## src/rtl/ram_arbiter_if.sv

```systemverilog
`default_nettype none
// ---------------------------------------------------------------------------
// ram_arbiter_if : requester-side and RAM-side signal bundle for ram_arbiter
// Rev 1.0
// ---------------------------------------------------------------------------
interface ram_arbiter_if #(
  parameter int NREQ = 2
);
  logic [NREQ-1:0]        req;
  logic [NREQ-1:0]        wen;
  logic [NREQ-1:0]        lock;
  logic [NREQ-1:0][31:0]  addr;
  logic [NREQ-1:0][31:0]  wdata;
  logic [NREQ-1:0]        rwait;
  logic [NREQ-1:0][31:0]  rdata;
  logic [NREQ-1:0]        grant;
  logic                   ramREN;
  logic                   ramWEN;
  logic [31:0]            ramaddr;
  logic [31:0]            ramstore;
  logic [31:0]            ramload;
  logic [1:0]             ramstate;

  modport slave (
    input  req, wen, lock, addr, wdata, ramload, ramstate,
    output rwait, rdata, grant, ramREN, ramWEN, ramaddr, ramstore
  );

  modport master (
    output req, wen, lock, addr, wdata, ramload, ramstate,
    input  rwait, rdata, grant, ramREN, ramWEN, ramaddr, ramstore
  );
endinterface
`default_nettype wire

```

## src/rtl/ram_arbiter.sv

```systemverilog
`default_nettype none
// ---------------------------------------------------------------------------
// ram_arbiter : round-robin arbiter sharing one RAM port among NREQ requesters
// Rev 1.0
// ---------------------------------------------------------------------------
module ram_arbiter #(
  parameter int NREQ     = 2,
  parameter int MAX_LOCK = 4
) (
  input  logic          clk,
  input  logic          rst_n,
  ram_arbiter_if.slave  bus
);

  localparam int         OW         = (NREQ > 1) ? $clog2(NREQ) : 1;
  localparam int         CW         = (MAX_LOCK > 1) ? $clog2(MAX_LOCK) : 1;
  localparam logic [1:0] RAM_ACCESS = 2'd2;

  typedef enum logic [0:0] {
    IDLE  = 1'b0,
    SERVE = 1'b1
  } state_e;

  state_e        fsm_q;
  logic [OW-1:0] owner_q;
  logic [OW-1:0] ptr_q;
  logic [CW-1:0] cnt_q;

  logic          w_win_vld;
  logic [OW-1:0] w_win;
  logic [OW-1:0] w_next_ptr;
  logic          w_req_own;
  logic          w_lock_own;
  logic          w_done;

  // First requesting index when scanning upward from ptr_q, wrapping at NREQ.
  always_comb begin
    int            idx;
    logic [OW-1:0] cand;
    w_win_vld = 1'b0;
    w_win     = '0;
    idx       = 0;
    cand      = '0;
    for (int k = 0; k < NREQ; k++) begin
      idx = int'(ptr_q) + k;
      if (idx >= NREQ) idx = idx - NREQ;
      cand = OW'(idx);
      if (!w_win_vld && bus.req[cand]) begin
        w_win_vld = 1'b1;
        w_win     = cand;
      end
    end
  end

  assign w_next_ptr = (owner_q == OW'(NREQ - 1)) ? '0 : owner_q + OW'(1);
  assign w_req_own  = bus.req[owner_q];
  assign w_lock_own = bus.lock[owner_q];
  assign w_done     = (fsm_q == SERVE) && w_req_own && (bus.ramstate == RAM_ACCESS);

  always_ff @(posedge clk or negedge rst_n) begin
    if (!rst_n) begin
      fsm_q   <= IDLE;
      owner_q <= '0;
      ptr_q   <= '0;
      cnt_q   <= '0;
    end else begin
      case (fsm_q)
        IDLE: begin
          if (w_win_vld) begin
            owner_q <= w_win;
            fsm_q   <= SERVE;
            cnt_q   <= '0;
          end
        end
        SERVE: begin
          // A locked owner keeps the port until MAX_LOCK words have completed.
          if (w_done && w_lock_own && (int'(cnt_q) < MAX_LOCK - 1)) begin
            cnt_q <= cnt_q + CW'(1);
          end else if (w_done || (!w_req_own && !w_lock_own)) begin
            fsm_q <= IDLE;
            ptr_q <= w_next_ptr;
            cnt_q <= '0;
          end
        end
        default: fsm_q <= IDLE;
      endcase
    end
  end

  // Outputs decode straight from state so reset clears them without a clock.
  always_comb begin
    bus.rwait    = '1;
    bus.rdata    = '0;
    bus.grant    = '0;
    bus.ramREN   = 1'b0;
    bus.ramWEN   = 1'b0;
    bus.ramaddr  = '0;
    bus.ramstore = '0;
    if (fsm_q == SERVE) begin
      bus.grant[owner_q] = 1'b1;
      bus.ramaddr        = bus.addr[owner_q];
      bus.ramstore       = bus.wdata[owner_q];
      bus.ramREN         = w_req_own & ~bus.wen[owner_q];
      bus.ramWEN         = w_req_own & bus.wen[owner_q];
      bus.rdata[owner_q] = bus.ramload;
      if (w_done) bus.rwait[owner_q] = 1'b0;
    end
  end

endmodule
`default_nettype wire

```

## src/flat_wrapper.sv

```systemverilog
// flat-port wrapper written by rule: the top's interface ports become plain ports
module ram_arbiter_flat 
#(
  parameter int NREQ     = 2,
  parameter int MAX_LOCK = 4
)
  (clk, rst_n, bus_req, bus_wen, bus_lock, bus_addr, bus_wdata, bus_ramload, bus_ramstate, bus_rwait, bus_rdata, bus_grant, bus_ramREN, bus_ramWEN, bus_ramaddr, bus_ramstore);
  ram_arbiter_if #(.NREQ(NREQ)) bus_i ();
  input  logic clk;
  input  logic rst_n;
  input wire logic [$bits(bus_i.req)-1:0] bus_req;
  input wire logic [$bits(bus_i.wen)-1:0] bus_wen;
  input wire logic [$bits(bus_i.lock)-1:0] bus_lock;
  input wire logic [$bits(bus_i.addr)-1:0] bus_addr;
  input wire logic [$bits(bus_i.wdata)-1:0] bus_wdata;
  input wire logic [$bits(bus_i.ramload)-1:0] bus_ramload;
  input wire logic [$bits(bus_i.ramstate)-1:0] bus_ramstate;
  output wire logic [$bits(bus_i.rwait)-1:0] bus_rwait;
  output wire logic [$bits(bus_i.rdata)-1:0] bus_rdata;
  output wire logic [$bits(bus_i.grant)-1:0] bus_grant;
  output wire logic [$bits(bus_i.ramREN)-1:0] bus_ramREN;
  output wire logic [$bits(bus_i.ramWEN)-1:0] bus_ramWEN;
  output wire logic [$bits(bus_i.ramaddr)-1:0] bus_ramaddr;
  output wire logic [$bits(bus_i.ramstore)-1:0] bus_ramstore;
  assign bus_i.req = bus_req;
  assign bus_i.wen = bus_wen;
  assign bus_i.lock = bus_lock;
  assign bus_i.addr = bus_addr;
  assign bus_i.wdata = bus_wdata;
  assign bus_i.ramload = bus_ramload;
  assign bus_i.ramstate = bus_ramstate;
  assign bus_rwait = bus_i.rwait;
  assign bus_rdata = bus_i.rdata;
  assign bus_grant = bus_i.grant;
  assign bus_ramREN = bus_i.ramREN;
  assign bus_ramWEN = bus_i.ramWEN;
  assign bus_ramaddr = bus_i.ramaddr;
  assign bus_ramstore = bus_i.ramstore;
  ram_arbiter #(.NREQ(NREQ), .MAX_LOCK(MAX_LOCK)) u_core (.clk(clk), .rst_n(rst_n), .bus(bus_i));
endmodule
```

## config.mk

```make
export PLATFORM = sky130hd
export DESIGN_NAME = ram_arbiter_flat
export DESIGN_NICKNAME = d
export VERILOG_FILES = /design/src/rtl/ram_arbiter_if.sv /design/src/rtl/ram_arbiter.sv /design/src/flat_wrapper.sv
export SDC_FILE = /design/constraint.sdc
export NUM_CORES = 1
export LEC_CHECK = 0
export CAP_MARGIN = 20
export CELL_PAD_IN_SITES_DETAIL_PLACEMENT = 0
export CELL_PAD_IN_SITES_GLOBAL_PLACEMENT = 2
export CORE_AREA = 2 2 138 140
export CTS_CLUSTER_SIZE = 16
export DETAILED_ROUTE_END_ITERATION = 7
export DIE_AREA = 0 0 140 142
export GPL_TIMING_DRIVEN = 0
export PLACE_DENSITY = 0.95
export SLEW_MARGIN = 40
export SYNTH_ARGS = -nofsm -noshare
export SYNTH_HDL_FRONTEND = slang
export SYNTH_SLANG_ARGS = --single-unit
export TNS_END_PERCENT = 50
```

## constraint.sdc

```tcl
create_clock -name clk -period 2.1 [get_ports clk]
set_clock_uncertainty 0.05 [all_clocks]
set_input_delay 0.42 -clock clk [delete_from_list [all_inputs] [get_ports clk]]
set_output_delay 0.42 -clock clk [all_outputs]
set_load 0.02 [all_outputs]
```

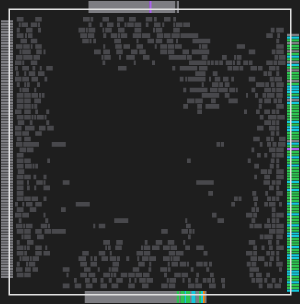
Fig. 1. I/O pins on the die edge (run 1).
Drawn at 2 px/um. Pins as bars across the die edge, other pins in grey.
legend:
  bus_rdata:
    colour: green
    pins: 64
    direction: output
    edge: 58 east, 6 south
  bus_ramload:
    colour: cyan
    pins: 32
    direction: input
    edge: 28 east, 4 south
  bus_req:
    colour: purple
    pins: 2
    direction: input
    edge: 1 north, 1 east
  bus_ramWEN:
    colour: orange
    pins: 1
    direction: output
    edge: south
Buffers on Ports: 301
die x size: 140 um

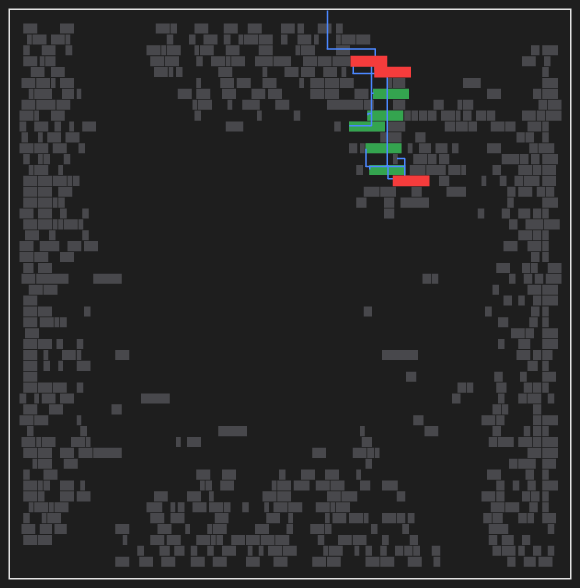
Fig. 2. Clock wires, drivers and flops (run 1).
Drawn at 4 px/um.
legend:
  cells driving clock nets:
    colour: red
    count: 3
  clock wires:
    colour: blue
    length: 120 um
  flip-flops:
    colour: green
    count: 5
routed clock nets: 4
latest clock arrival within the worst-skew pair: 0.23 ns
reported clock group power: 0.000313 W
Clk pwr share: 5.2%

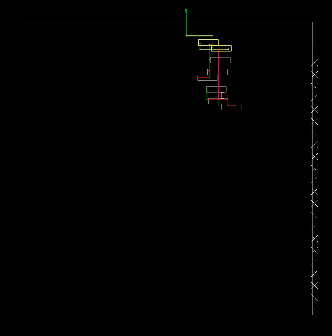
Fig. 3. The clock network (run 1).
total CTS buffers: 3
CTS sink cnt: 5
number of clock buffers in the layout: 4

==> impl_metrics.json, run 1 <==
{
  "final-hold-violation-count": 0,
  "area_growth_pct": 180.4,
  "core_um2": 18460,
  "critical_path_buf_inv_count": 5,
  "grt_pass1_wl_mm": 16.83,
  "critical_path_peak_fanout": 10,
  "vias_in_the_first_global_route": 3102,
  "cts_max_level": 1,
  "syn_inst": 267,
  "clk_pin_slew_ns": 0.03,
  "slew_violations": 0,
  "synth.area.top_cells": "sky130_fd_sc_hd__mux2i_1, sky130_fd_sc_hd__nor2_1, sky130_fd_sc_hd__and2_1",
  "fp_nets": 438,
  "finish.cell_count_without_fillers": 815,
  "grt_antenna_before_repair": 0,
  "worstPathCellList": "buf_8 -> buf_4 -> buf_12 -> buf_12 -> mux2i_1 -> nor2_1 -> buf_4",
  "final.setup.tns_ns": 0,
  "vias_per_cell": 3.816,
  "path_class": "register to primary output",
  "min_path_type": "input port to asynchronous set/reset pin",
  "hpwlAfterDp_mm": 9.554,
  "dieArea_um2": 19880,
  "cts-hold-fix-buffers": 0,
  "synth.yosys.chip_area_um2": 1805,
  "grt_usage_pct": 10.56,
  "clock-root-buffer": "sky130_fd_sc_hd__clkbuf_16",
  "status": "finished, violations left",
  "route.detailed.wl_per_inst_um": 14.15,
  "maximum_number_of_pins_on_one_net_before_global_route_repair": 11,
  "std_cell_rows": 50,
  "unrepaired_setup_endpoints_after_global_routing": "yes",
  "clock_tree_from_tritoncts": "done",
  "final_worst_setup_slack_ns": 0.03271,
  "dominant_cell_area_share_pct": 36.59,
  "yosys_warnings": 0,
  "p_per_area_nw_per_um2": 1195,
  "setup_viol": 0,
  "cpLargestDelayFamily": "buffers and inverters",
  "tool_warnings": 28,
  "yosysSeqAreaShare_pct": 6.930,
  "fin_nets": 753,
  "peakVddDrop_v": 0.0003680,
  "yosys_register_bits": 5,
  "failed_checks": "design-rule violations",
  "finalCriticalPeriod_ns": 2.067,
  "post-route-drc-count": 23,
  "post-place-cells": 802,
  "synth.avg_cell_area_um2": 6.762
}
[run 1: sequential cells by signal, indices dropped and copies added (netlist names)]
name            cells
u_core.cnt_q        2
u_core.fsm_q        1
u_core.owner_q      1
u_core.ptr_q        1
[run 1: cells by family (layout without fill, tap and decap cells)]
kind of cell | Yosys count | after routing | share of synthesized area, %
DFF | 5 | 5 | 6.930
adders and majority gates | 1 | 1 | 0.6929
muxes | 66 | 66 | 36.59
AOI/OAI and AO/OA | 13 | 13 | 5.267
and+or+nand+nor | 148 | 148 | 41.86
buffers and inverters | 34 | 348 | 8.663
[run 1: synth_stat cells (all sizes together)]
library cell,instances
a211o,1
a211oi,2
a21oi,2
a221oi,1
a31oi,1
and2,32
and3,32
buf,13
clkbuf,15
dfrtp,5
ha,1
inv,6
mux2i,66
nand2,4
nand2b,3
nand3,1
nand3b,2
nor2,66
nor3,1
nor3b,1
nor4,2
o21ai,2
o2bb2ai,2
o311ai,1
o32a,1
or2,2
or3,1
or4b,1
[run 1: where the power goes]
group	switching (W)	internal (W)	total, W
clock	0.0000618	0.000252	0.000313
sequential	0.0000265	0.000131	0.000157
combinational	0.00312	0.00246	0.00558
total	0.00321	0.00284	0.00605
[run 1: cell type report]
type	count	area [um2]
fill	2057	13390
timing repair buffer	310	2683
multi-input combinational	228	1555
buffer	28	297.8
tap	234	292.8
sequential	5	125.1
clock buffer	4	78.83
inverter	6	30.03
[run 1: per-stage QoR]
step                hold WS (ns)  area, um2  util [%]
floorplan                0.07441       1805         -
global placement          0.4811       5111     27.69
detailed placement        0.4928       5111     27.69
CTS                       0.3700       5285     28.64
global route              0.3817       5062     27.43
finish                    0.3599       5062     27.43
[run 1: layer usage]
metal,track usage [%],vias to the layer above,share of wire (%)
li1,-,1543,-
met1,12.06,1362,38
met2,20.72,203,52
met3,2.524,2,9.8
met4,0.7974,0,0.20
met5,0,-,0
[run 1: final timing paths]
path                              endpoint  cells after the start  slack [ns]             from
hold / removal                u_core.ptr_q                      1        0.36            rst_n
max in group asynchronous   u_core.owner_q                      1        1.46            rst_n
min in group clk           u_core.cnt_q[1]                      2        0.50  u_core.cnt_q[1]
setup / recovery           bus_ramstore[0]                      7        0.03   u_core.owner_q
hold reg to reg            u_core.cnt_q[1]                      2        0.50  u_core.cnt_q[1]
setup reg to reg              u_core.ptr_q                      5        0.45     u_core.fsm_q
[run 1: what timing repair did]
item                                    4_1_cts  5_1_grt
setup buffers                                 3        5
endpoints found under the setup margin      134      125
resized                                     279      190
gates cloned                                  0        1
[run 1: cells in the final DEF, fill, tap and decap left out, drive strengths merged]
cell type and count:
nor4 2, o32a 1, clkdlybuf4s15 21, o2bb2ai 2, nand3 1, or3 1, dlygate4sd2 7, and2 32
a21oi 2, nor3 1, dfrtp 5, and3 32, nand2b 3, o311ai 1, o21ai 2, nor2 66
inv 6, nor3b 1, dlymetal6s2s 10, mux2i 66, clkbuf 88, nand2 4, a221oi 1, ha 1
nand3b 2, a211oi 2, a31oi 1, buf 49, a211o 1, or4b 1, clkdlybuf4s50 167, or2 2
==> inputs of run 2 (changes only) <==
--- a/config.mk
+++ b/config.mk
@@ -12,7 +12,6 @@
 export CTS_CLUSTER_SIZE = 16
 export DETAILED_ROUTE_END_ITERATION = 7
 export DIE_AREA = 0 0 140 142
-export GPL_TIMING_DRIVEN = 0
 export PLACE_DENSITY = 0.95
 export SLEW_MARGIN = 40
 export SYNTH_ARGS = -nofsm -noshare
==> impl_metrics.json, run 2 <==
{
  "clock-root-buffer": "sky130_fd_sc_hd__clkbuf_16",
  "logic_family": "simple AND/OR/NAND/NOR gates",
  "failed_checks": "design-rule violations, negative setup slack",
  "synth.yosys.chip_area_um2": 1805,
  "setup_viol": 1,
  "dieArea_um2": 19880,
  "tool_warnings": 28,
  "hpwlAfterDp_mm": 8.953,
  "area_fraction_in_mux_cells_pct": 36.59,
  "dominantRegCellSynth": "sky130_fd_sc_hd__dfrtp_1",
  "area_of_all_placed_cells_without_fillers_um2": 5112,
  "final-hold-violation-count": 0,
  "fin_nets": 751,
  "numClockSinks": 5,
  "r2r_cells": 6,
  "grt.met2_usage_pct": 19.81,
  "post-route-drc-count": 23,
  "common_cells": "sky130_fd_sc_hd__mux2i_1, sky130_fd_sc_hd__nor2_1, sky130_fd_sc_hd__and2_1, sky130_fd_sc_hd__and3_1, sky130_fd_sc_hd__clkbuf_1",
  "synth-compound-area-share_pct": 5.267,
  "switchingPower_w": 0.003057,
  "final_worst_setup_slack_ns": -0.005168,
  "status": "finished, violations left",
  "power.clock.fraction_pct": 5.3,
  "fillers": 2054,
  "clock_insertion_delay_worst_skew_ns": 0.23,
  "postLayoutCoreUtil_pct": 27.70,
  "syn_inst": 267
}
==> run 2: cell counts after synthesis <==
Identical to the previous run, type by type.
==> run 2: metal layers <==
metal	routed length, um	part of all wire (%)
met4	31	0.30
met1	3976	38
met5	0	0
met2	5477	52
met3	980	9.4
==> run 2: final cells by class <==
cell class / count / area, um2 / share of cell area (%)
inverter: 6 / 22.52 / 0.4405
tap: 234 / 292.8 / 5.727
clock buffer: 4 / 78.83 / 1.542
timing repair buffer: 336 / 3064 / 59.94
multi-input combinational: 228 / 1524 / 29.81
sequential: 5 / 130.1 / 2.545
==> run 2: worst max-delay path by stage <==
stage | from | to | slack, ns | depth (start not counted)
floorplan | u_core.owner_q | bus_rdata[23] | 0.25 | 5
CTS | u_core.owner_q | bus_ramstore[15] | -0.05 | 5
finish | u_core.owner_q | bus_ramstore[15] | -0.005 | 5
global route | u_core.owner_q | bus_ramstore[15] | -0.04 | 5
detailed placement | bus_req[0] | bus_rwait[0] | -0.34 | 4
global placement | bus_req[0] | bus_rwait[0] | -0.32 | 4
==> run 2: critical path: stages, from the launching register on <==
cell and delay [ns]:
sky130_fd_sc_hd__dfrtp_4 0.50, sky130_fd_sc_hd__buf_12 0.17, sky130_fd_sc_hd__buf_12 0.15, sky130_fd_sc_hd__mux2i_1 0.13, sky130_fd_sc_hd__nor2_1 0.08, sky130_fd_sc_hd__dlygate4sd2_1 0.35
==> run 2: logic make-up (layout without fill, tap and decap cells) <==
logic type,count (synthesis),count (layout)
flops,5,5
buf+inv,34,346
simple gates,148,148
fa+ha+maj,1,1
mux,66,66
compound gates,13,13
==> run 2: power by group through the flow <==
| stage | registers (W) | clock network (W) | logic, W |
|---|---|---|---|
| 5_1_grt | 0.000191 | 0.000329 | 0.00579 |
| 3_5_place_dp | 0.000184 | 0 | 0.00616 |
| 3_3_place_gp | 0.000185 | 0 | 0.00617 |
| 6_report | 0.000184 | 0.000311 | 0.00537 |
| 4_1_cts | 0.000185 | 0.000319 | 0.00552 |
| 2_1_floorplan | 0.000142 | 0 | 0.00308 |
==> run 2: timing repair <==
item / CTS / global route
gates resized: 173 / 110
buffers inserted: 1 / 0
endpoints found under the setup margin: 133 / 82
cloned: 0 / 1
==> run 2: per-stage QoR <==
step / hold WS (ns) / cells / TNS, ns / worst slack, ns
after floorplan: 0.07441 / 267 / 0 / 0.2458
after global placement: 0.4908 / 807 / -4.402 / -0.3214
after detailed placement: 0.4859 / 807 / -4.480 / -0.3429
after CTS: 0.3633 / 812 / -0.04712 / -0.04712
after global routing: 0.3692 / 813 / -0.06032 / -0.03963
final: 0.3589 / 813 / -0.005168 / -0.005168
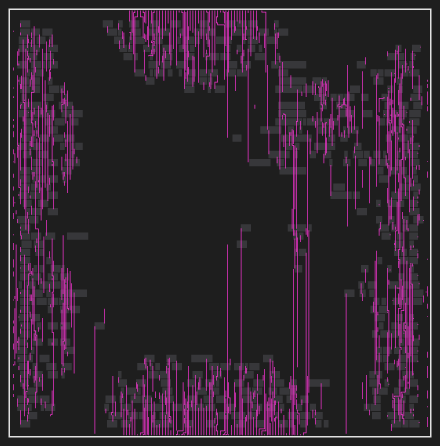
Fig. 4. M2 wires (run 2).
Drawn at 3 px/um.
longest straight run: 68.7 um
main direction: vertical
wire length on this layer: 5480 um

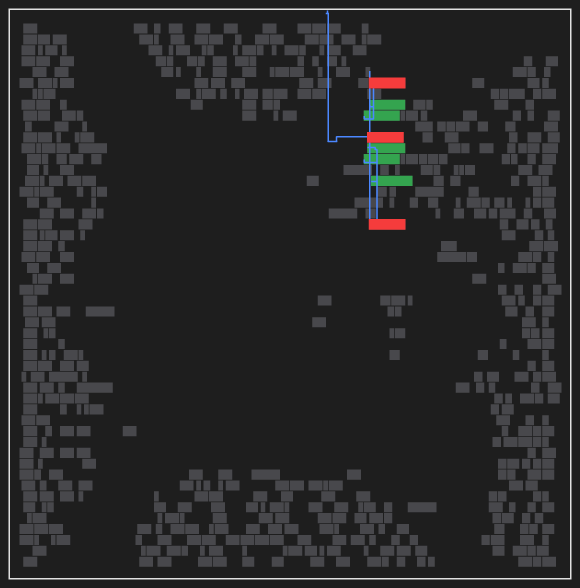
Fig. 5. Clock wires, drivers and flops (run 2).
Drawn at 4 px/um.
legend:
  cells driving clock nets:
    colour: red
    count: 3
  flip-flops:
    colour: green
    count: 5
  clock wires:
    colour: blue
    length: 137 um
routed clock nets: 4

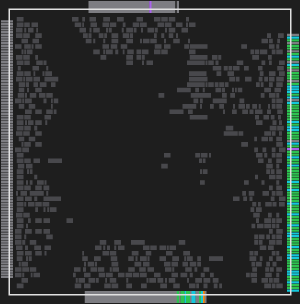
Fig. 6. I/O pins on the die edge (run 2).
Drawn at 2 px/um. Pins as bars across the die edge, other pins in grey.
legend:
  bus_ramload:
    colour: cyan
    pins: 32
    direction: input
    edge: 28 east, 4 south
  bus_ramWEN:
    colour: orange
    pins: 1
    direction: output
    edge: south
  bus_rdata:
    colour: green
    pins: 64
    direction: output
    edge: 58 east, 6 south
  bus_req:
    colour: purple
    pins: 2
    direction: input
    edge: 1 north, 1 east

Power is estimated from default activity; no workload was simulated.
